Design cdb_arbiter, sky130hd; sources not shown.
Run 1, sizing map:
Bar = 10 um.
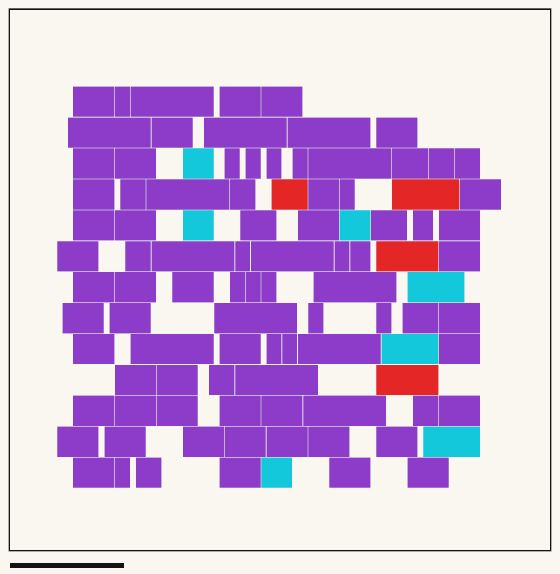
| colour | size | cells | share |
|---|---|---|---|
| cyan | _3 and _4 cells | 7 | 7.1% |
| red | _2 cells | 4 | 4.0% |
| purple | _0 and _1 cells | 88 | 89% |
buffers outside the clock class: 35
Setup WS post-layout: 548 ps
post-synthesis to final-layout area growth: 55.3%

Run 1, where the registers sit:
Other sequential cells in the stronger grey, the rest of the logic in the fainter grey.
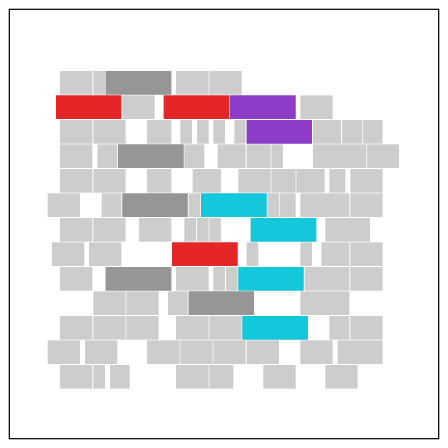
| colour | netlist name | flops |
|---|---|---|
| purple | ptr_q | 2 |
| red | cdb_tag | 3 |
| cyan | accepted | 4 |
register area: 280 sq um
final core utilization: 73.7%
flop share of the area: 27.5%
Flop+latch power: 0.275 mW

Run 1, cell placement:
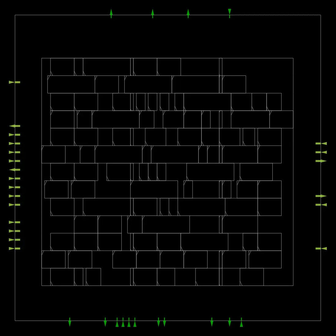
final standard cell count with taps included and fillers excluded: 114
number of standard-cell rows in the floorplan: 13

==> summary.txt, run 1 <==
Physical implementation.

- The flow ran to the end, and the final reports show no timing, DRC or antenna violations.
- The cell at the root of the clock tree is clkbuf_4.
- The worst ir drop on vdd is 0.413 mV.
- The fraction of synthesized area in multiplexers is between 10% and 20%.
- The total overflow left after global routing is 0.
- Setup repair after global routing left no endpoint under its margin.
- Dividing the detail-routed via count by the number of cells gives ~5.
- The flow reported a cell area power density of 621 mW/mm^2.
- The number of stages on the worst setup path is 1.
- The clock network consumes a total of ~0.14 mW.
- The share of total power in sequential cells is 43.4%.
- The share of synthesized cell area in full adder, half adder and majority cells is 0%.
- In this run, distinct cell masters in the synthesized netlist total 23.
- The initial antenna violation count was 0.
- The leakage power summed over all cells is roughly 0.4 nW.
- The total non-filler cell area in the finished layout is 0.00102 sq mm.
- The area of the mapped netlist is 656 sq um.
- The number of failing setup endpoints in the final timing report is 0.
- The via count of the first global-routing pass was 521.
- The post-synthesis share of cell area spent on xor and xnor gates is 1.34%.
- The power dissipated by switching net loads is ~0.20 mW.
- The complex-gate fraction of the synthesized area is 17.6%.
- The data arrival time at the worst-slack endpoint is 1370 ps.
- The clock net in this run drives a total of 14 sinks.
- The fraction of power spent switching nets is 31.0%.
- The number of buffer and inverter instances along the worst setup path is 1.
- As reported, the later end of the worst-skew pair has a clock insertion delay of 280 ps.
- The most frequent standard cell in the layout excluding fill and tap cells is clkdlybuf4s50_1.
-- run 1: final cells by class --
type	instances	area [sq um]	area share [%]
clock inverter	1	3.75	0.369
inverter	5	18.8	1.84
tap	15	18.8	1.84
multi-input combinational	41	327	32.1
timing repair buffer	35	348	34.2
sequential	14	280	27.5
clock buffer	3	22.5	2.21
-- run 1: per-layer routing --
| metal | GRT usage, % | routed length (um) |
|---|---|---|
| met4 | 8.29 | 22 |
| met5 | - | 0 |
| met1 | 14.7 | 579 |
| met3 | 3.38 | 105 |
| met2 | 26.2 | 716 |
-- run 1: through the flow --
| stage | utilization (%) | worst slack (ps) |
|---|---|---|
| after floorplan | - | 484 |
| after global placement | 71.8 | 272 |
| after detailed placement | 71.8 | 249 |
| after CTS | 73.7 | 532 |
| after global routing | 73.7 | 436 |
| final | 73.7 | 548 |
-- run 1: cell usage after synthesis --
cell,instances,area share (%)
nand2b_1,2,1.9
nor2b_4,1,2.1
xor2_1,1,1.3
o21ai_0,2,1.5
o22ai_1,4,3.8
a311oi_2,1,2.3
nor2_1,8,4.6
dfxtp_1,14,43
nand2b_2,1,1.3
or2_1,1,0.95
inv_1,5,2.9
buf_6,2,3.4
nand2b_4,2,4.2
conb_1,1,0.57
a2bb2oi_2,1,2.3
mux2i_1,9,14
nor2b_1,1,0.95
a211oi_1,1,1.1
buf_4,1,1.1
nand2_1,1,0.57
a41oi_2,1,2.5
o221ai_1,2,2.7
a22o_1,1,1.3
-- run 1: cell families after synthesis --
logic type	count (synthesis)
multiplexers	9
AND-OR/OR-AND	13
XOR/XNOR	1
AND/OR/NAND/NOR	17
other	1
flip-flops	14
buffers and inverters	8
Run 1, routed clock nets over the placement:
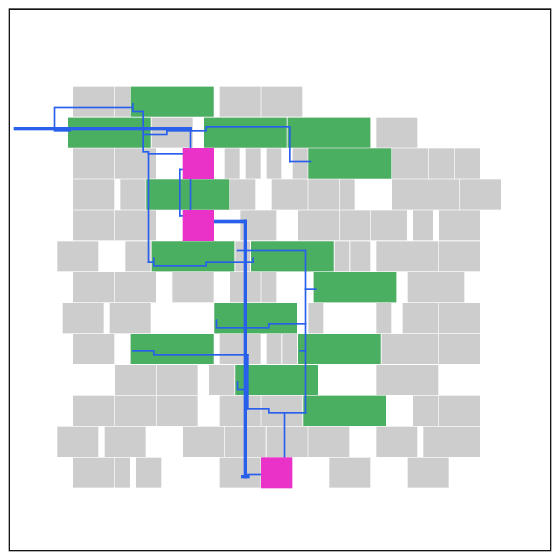

--- run 2 (diff from run 1) ---
Settings changed: CORE_UTILIZATION 42 to 35.
Clock period 2.3 ns to 1.6 ns, I/O delays scaled along.
Run 2, routed clock nets over the placement:
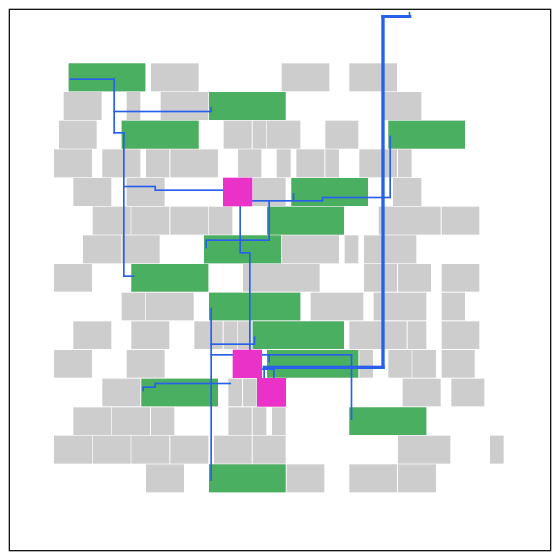
[green] flip-flops | count: 14
[blue] clock wires | length: 201 um
[magenta] clock drivers | count: 3
routed clock nets: 4
clk latency late pin: 280 ps
share of total power in the clock network: 21.9%

==> run 2 against run 1 <==
  * The run now ends with negative setup slack left
  * Area after synthesis stayed put
  * Setup slack worse by 580 ps
  * First-iteration DRC count stayed put
  * Power is 47% higher
  * Global-route usage is 2.5 points lower
  * Non-clock buffer count is 3 higher
  * Clock power is 43% higher
  * Hold slack worse by 66 ps
  * Combinational power is 54% higher
  * Die area is 17% higher
  * Cell count is 11% higher
  * Sequential power is 43% higher
  * Critical path type is now flop to flop
  * Highest routed layer unchanged
==> summary.txt, run 2 <==
Physical implementation.

- Result of the run: complete, but fails checks (was finished clean).
- The number of failing setup endpoints in the final timing report is 5 (was 0).
- Most numerous cell types in the synthesized netlist: dfxtp_1, mux2i_1, nor2_1, inv_1, o22ai_1 (unchanged).
- The detailed placer's ending HPWL came to 1.10 mm (was 1.15 mm).
- The row count is 15 (was 13).
- The worst-case setup margin in the final layout is -34.4 ps (was 548 ps).
- The clock period minus final worst setup slack is approximately 1600 ps.
- The sequential-to-total area share from yosys stat is 42.7% (unchanged).
- The number of clock sinks is 14 (unchanged).
- The sum of negative setup slack came to -132 ps (was 0 ps).
- The cell at the root of the clock tree is clkbuf_4 (unchanged).
- The library cell with the largest summed area after synthesis is dfxtp_1 (unchanged).
- The via count of the first global-routing pass was 561 (was 521).
- The final reports fail on negative setup slack.
- Top cells by area, synth: dfxtp_1, mux2i_1, nor2_1, nand2b_4, o22ai_1 (unchanged).
- The data arrival time at the worst-slack endpoint is 1660 ps (was 1370 ps).
- The area share of the largest cell type after synthesis is 42.7% (unchanged).
- Unrepaired setup endpoints after global routing: true (was false).
- The initial antenna violation count is 0 (unchanged).
- The vias per cell is 4.54 (was 4.99).
- The top cell type by instance count after synthesis was dfxtp_1 (unchanged).
- The number of synthesized flops with an enable pin is 0 (unchanged).
- The sum of routed wire segments on met1 is 601 um (was 579 um).
- The most frequent standard cell in the layout excluding fill and tap cells is clkdlybuf4s50_1 (unchanged).
- The area of the placeable core is 0.00175 sq mm (was 0.00138 sq mm).
- The proportion of register bits with asynchronous set or reset after synthesis is 0% (unchanged).
- The utilization after layout is 62.9% (was 73.7%).
- The post-synthesis cell type count is 23 (unchanged).
- The sum of overflow across all layers after global routing was 0 (unchanged).
- The final routed wire length divided by cell count was 11.1 um (was 12.5 um).
- Cell chain of the critical path: nand2b_4, a311oi_2, a2bb2oi_2, buf_12, mux2i_1, o22ai_1 (was clkdlybuf4s50_1).
- The share of cells above drive strength 1 is 19.6% (was 11.1%).
- The amount of wire on met2 after detailed routing is 647 um (was 716 um).
- The total power per unit cell area is 845 mW/mm^2 (was 621 mW/mm^2).
- The worst reg2reg path depth is 6 (unchanged).
- The highest metal layer with signal wires is met4 (unchanged).
- The total non-filler cell area in the finished layout came to 0.00110 sq mm (was 0.00102 sq mm).
- The leading register cell type out of synthesis was dfxtp_1 (unchanged).
- The worst ir drop on vdd is 0.425 mV (was 0.413 mV).
- The post-synthesis to final-layout area growth was 67.6% (was 55.3%).
- The length of routed met3 wiring is 128 um (was 105 um).
[run 2: layout make-up]
class                           instances  share of cell area (%)
Clock buffer                            3                    2.05
Clock inverter                          1                   0.342
Inverter                                5                    1.71
Multi-Input combinational cell         41                    30.4
Sequential cell                        14                    26.5
Tap cell                               25                    2.85
Timing Repair Buffer                   38                    36.1
[run 2: report_power, final]
group          internal (mW)  total [mW]  switching (mW)
clock network         0.0902       0.203           0.113
registers              0.377       0.393          0.0162
logic                  0.176       0.332           0.156
total                  0.643       0.928           0.285
[run 2: repair_timing]
| action | 4_1_cts | 5_1_grt |
|---|---|---|
| resized | 4 | 11 |
| pin swaps | 1 | 0 |
| endpoints found under the setup margin | 9 | 17 |
| setup buffers | 0 | 1 |
| cloned | 0 | 0 |
[run 2: per-layer routing]
layer | vias to the layer above | track usage (%)
met2 | 25 | 19.5
met4 | 0 | 7.86
met1 | 253 | 13.7
li1 | 296 | -
met3 | 2 | 3.21
met5 | - | -
[run 2: worst max-delay path, delay by kind of cell (launching register included)]
family	cells	cell delay, ps
DFF	1	340
and+or+nand+nor	1	160
AOI/OAI and AO/OA	3	520
muxes	1	190
buffers and inverters	1	160
[run 2: stage by stage]
step / std cells / power [mW] / worst slack, ps
final: 127 / 0.928 / -34.4
after global routing: 127 / 0.979 / -159
after floorplan: 63 / 0.596 / -57.5
after detailed placement: 122 / 0.729 / -369
after CTS: 126 / 0.929 / -59.9
after global placement: 122 / 0.727 / -309
[run 2: cell families after synthesis]
logic type	Yosys count	share of synthesized area [%]
multiplexers	9	13.7
other	1	0.572
flip-flops	14	42.7
buffers and inverters	8	7.44
AND/OR/NAND/NOR	17	16.6
XOR/XNOR	1	1.34
AND-OR/OR-AND	13	17.6
Power and IR drop assume default switching activity.
